<file path="src/rtl/cpu_sequencer.sv">
// rtl/cpu_sequencer.sv - multi-cycle fetch/decode/execute/memory/write-back sequencer
module cpu_sequencer #(
    parameter logic [3:0] HALT_OPCODE = 4'hF,
    parameter int         TIMEOUT     = 15,
    parameter int         COUNT_W     = 24
) (
    input  logic               Clock,
    input  logic               Reset,
    input  logic               Run,
    input  logic [3:0]         Opcode,
    input  logic               Jump,
    input  logic               Branch,
    input  logic               MemRead,
    input  logic               MemWrite,
    input  logic               RegWrite,
    input  logic               MemReady,
    output logic               MemReq,
    output logic               MemWe,
    output logic               InstrFetch,
    output logic               IRWrite,
    output logic               PCWrite,
    output logic               RegWriteEn,
    output logic               Halted,
    output logic               Fault,
    output logic [2:0]         State,
    output logic [COUNT_W-1:0] InstrCount
);

    typedef enum logic [2:0] {
        S_IDLE   = 3'd0,
        S_FETCH  = 3'd1,
        S_DECODE = 3'd2,
        S_EXEC   = 3'd3,
        S_MEM    = 3'd4,
        S_WB     = 3'd5,
        S_HALT   = 3'd6,
        S_FAULT  = 3'd7
    } state_t;

    // Miss count at which the next miss is the TIMEOUT-th one.
    localparam logic [3:0] WAIT_LAST = 4'(TIMEOUT - 1);

    state_t               state_q, state_d;
    logic [3:0]           wait_q, wait_d;
    logic [COUNT_W-1:0]   count_q, count_d;
    logic                 retire;

    // Jump and Branch only describe the no-memory EXEC path, which needs no
    // further distinction here; branch selection lives in the datapath.
    logic unused_ctrl;
    assign unused_ctrl = Jump ^ Branch;

    // State, wait counter and retired-instruction counter registers.
    always_ff @(posedge Clock) begin
        if (Reset) begin
            state_q <= S_IDLE;
            wait_q  <= 4'd0;
            count_q <= '0;
        end else begin
            state_q <= state_d;
            wait_q  <= wait_d;
            count_q <= count_d;
        end
    end

    // Next-state selection plus the per-state datapath enables.
    always_comb begin
        state_d    = state_q;
        wait_d     = wait_q;
        count_d    = count_q;
        retire     = 1'b0;
        IRWrite    = 1'b0;
        PCWrite    = 1'b0;
        RegWriteEn = 1'b0;

        case (state_q)
            S_IDLE: begin
                if (Run) state_d = S_FETCH;
            end
            S_FETCH: begin
                if (MemReady) begin
                    IRWrite = 1'b1;
                    state_d = S_DECODE;
                end else if (wait_q == WAIT_LAST) begin
                    state_d = S_FAULT;
                end else begin
                    wait_d = wait_q + 4'd1;
                end
            end
            S_DECODE: begin
                if (Opcode == HALT_OPCODE) begin
                    retire  = 1'b1;
                    state_d = S_HALT;
                end else begin
                    state_d = S_EXEC;
                end
            end
            S_EXEC: begin
                if (MemRead && MemWrite) begin
                    state_d = S_FAULT;
                end else if (MemRead || MemWrite) begin
                    state_d = S_MEM;
                end else if (RegWrite) begin
                    state_d = S_WB;
                end else begin
                    PCWrite = 1'b1;
                    retire  = 1'b1;
                    state_d = S_FETCH;
                end
            end
            S_MEM: begin
                if (MemReady) begin
                    if (MemRead && RegWrite) begin
                        state_d = S_WB;
                    end else begin
                        PCWrite = 1'b1;
                        retire  = 1'b1;
                        state_d = S_FETCH;
                    end
                end else if (wait_q == WAIT_LAST) begin
                    state_d = S_FAULT;
                end else begin
                    wait_d = wait_q + 4'd1;
                end
            end
            S_WB: begin
                RegWriteEn = 1'b1;
                PCWrite    = 1'b1;
                retire     = 1'b1;
                state_d    = S_FETCH;
            end
            S_HALT: begin
                // Resuming steps the PC past the halt instruction.
                if (Run) begin
                    PCWrite = 1'b1;
                    state_d = S_FETCH;
                end
            end
            S_FAULT: begin
                state_d = S_FAULT;
            end
            default: begin
                state_d = S_FAULT;
            end
        endcase

        // Any state change restarts the wait count, so each FETCH/MEM entry
        // begins its timeout window from zero.
        if (state_d != state_q) wait_d = 4'd0;

        if (retire) count_d = count_q + COUNT_W'(1);
    end

    // Moore-decoded memory port controls and status flags.
    always_comb begin
        MemReq     = (state_q == S_FETCH) || (state_q == S_MEM);
        MemWe      = (state_q == S_MEM) && MemWrite;
        InstrFetch = (state_q == S_FETCH);
        Halted     = (state_q == S_HALT);
        Fault      = (state_q == S_FAULT);
    end

    assign State      = state_q;
    assign InstrCount = count_q;

endmodule
</file>
<file path="config.mk">
export PLATFORM = sky130hd
export DESIGN_NAME = cpu_sequencer
export DESIGN_NICKNAME = d
export VERILOG_FILES = /design/src/rtl/cpu_sequencer.sv
export SDC_FILE = /design/constraint.sdc
export NUM_CORES = 1
export LEC_CHECK = 0
export ABC_AREA = 1
export CORE_MARGIN = 2
export CORE_UTILIZATION = 47
export CTS_BUF_LIST = sky130_fd_sc_hd__clkbuf_2 sky130_fd_sc_hd__clkbuf_4 sky130_fd_sc_hd__clkbuf_8
export CTS_CLUSTER_SIZE = 30
export DETAILED_ROUTE_END_ITERATION = 7
export GPL_ROUTABILITY_DRIVEN = 0
export PLACE_DENSITY = 0.8
export SKIP_LAST_GASP = 1
export SYNTH_ARGS = -nofsm -noshare
export SYNTH_HDL_FRONTEND = slang
export SYNTH_SLANG_ARGS = --single-unit
</file>
<file path="constraint.sdc">
create_clock -name Clock -period 1.6 [get_ports Clock]
set_input_delay 0.16 -clock Clock [delete_from_list [all_inputs] [get_ports Clock]]
set_output_delay 0.16 -clock Clock [all_outputs]
set_load 0.005 [all_outputs]
</file>
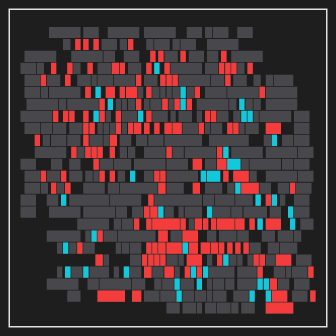
Figure 1: gate-type map.
[red] NAND gates | cells: 139
[cyan] inverters | cells: 41

==> impl_metrics.tcl <==
# collected from the flow reports
set metrics [dict create \
    edf_count 0 \
    top_area_cell "dfxtp_1" \
    cts.repair.resized 30 \
    status "finished, violations left" \
    synth_flops 31 \
    setup_viol 5 \
    cp_max_fo 7 \
    topCellsByArea "dfxtp_1 (29%), nand2_1 (19%), nor2_1 (7.3%)" \
    route.met2.wl_um 3020 \
    p_comb_share_pct 47.1 \
    p_seq_share_pct 28.6 \
    min_from "InstrCount[21]" \
    netlist.area_leader.share_pct 28.8 \
    cp-start-kind "flip-flop" \
    skew_ns 0.00841 \
    synthAoiAreaFrac_pct 7.95 \
    met3_usage_pct 4.92 \
    r2r_end "wait_q[3]" \
    setup_slack_ns -0.0279 \
    relSlewSlack_pct 79.2 \
    rows 24 \
    violations "negative setup slack" \
    dp_cells 473 \
]
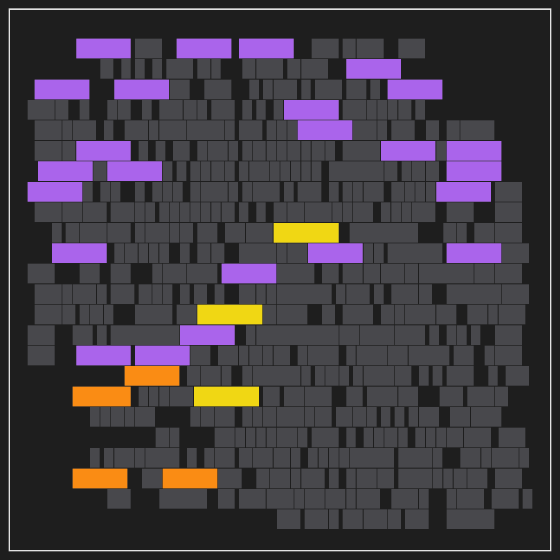
Figure 2: register map, names as in the netlist.
Other cells in grey.
[purple] InstrCount | placed flops: 24
[orange] wait_q | placed flops: 4 | where: bottom left
[yellow] State | placed flops: 3

-- through the flow --
step / utilization, % / area [um2] / hold WS, ns / power (mW)
2_1_floorplan: - / 2160 / 0.236 / 1.50
3_3_place_gp: 68.2 / 2990 / 0.475 / 1.99
3_5_place_dp: 68.2 / 2990 / 0.482 / 2.02
4_1_cts: 73.1 / 3200 / 0.490 / 2.92
5_1_grt: 75.8 / 3320 / 0.524 / 3.25
6_report: 75.8 / 3320 / 0.489 / 3.09
-- sequential cells by signal, summed over array words and instances, names as in the netlist --
signal / count
InstrCount: 24
State: 3
wait_q: 4
-- area by class of cell --
class / instances / area, um2
multi-input combinational: 261 / 1470
fill: 316 / 1060
timing repair buffer: 94 / 885
sequential: 31 / 633
inverter: 41 / 164
clock buffer: 6 / 76.3
tap: 52 / 65.1
clock inverter: 1 / 30.0
Power is estimated from default activity; no workload was simulated.
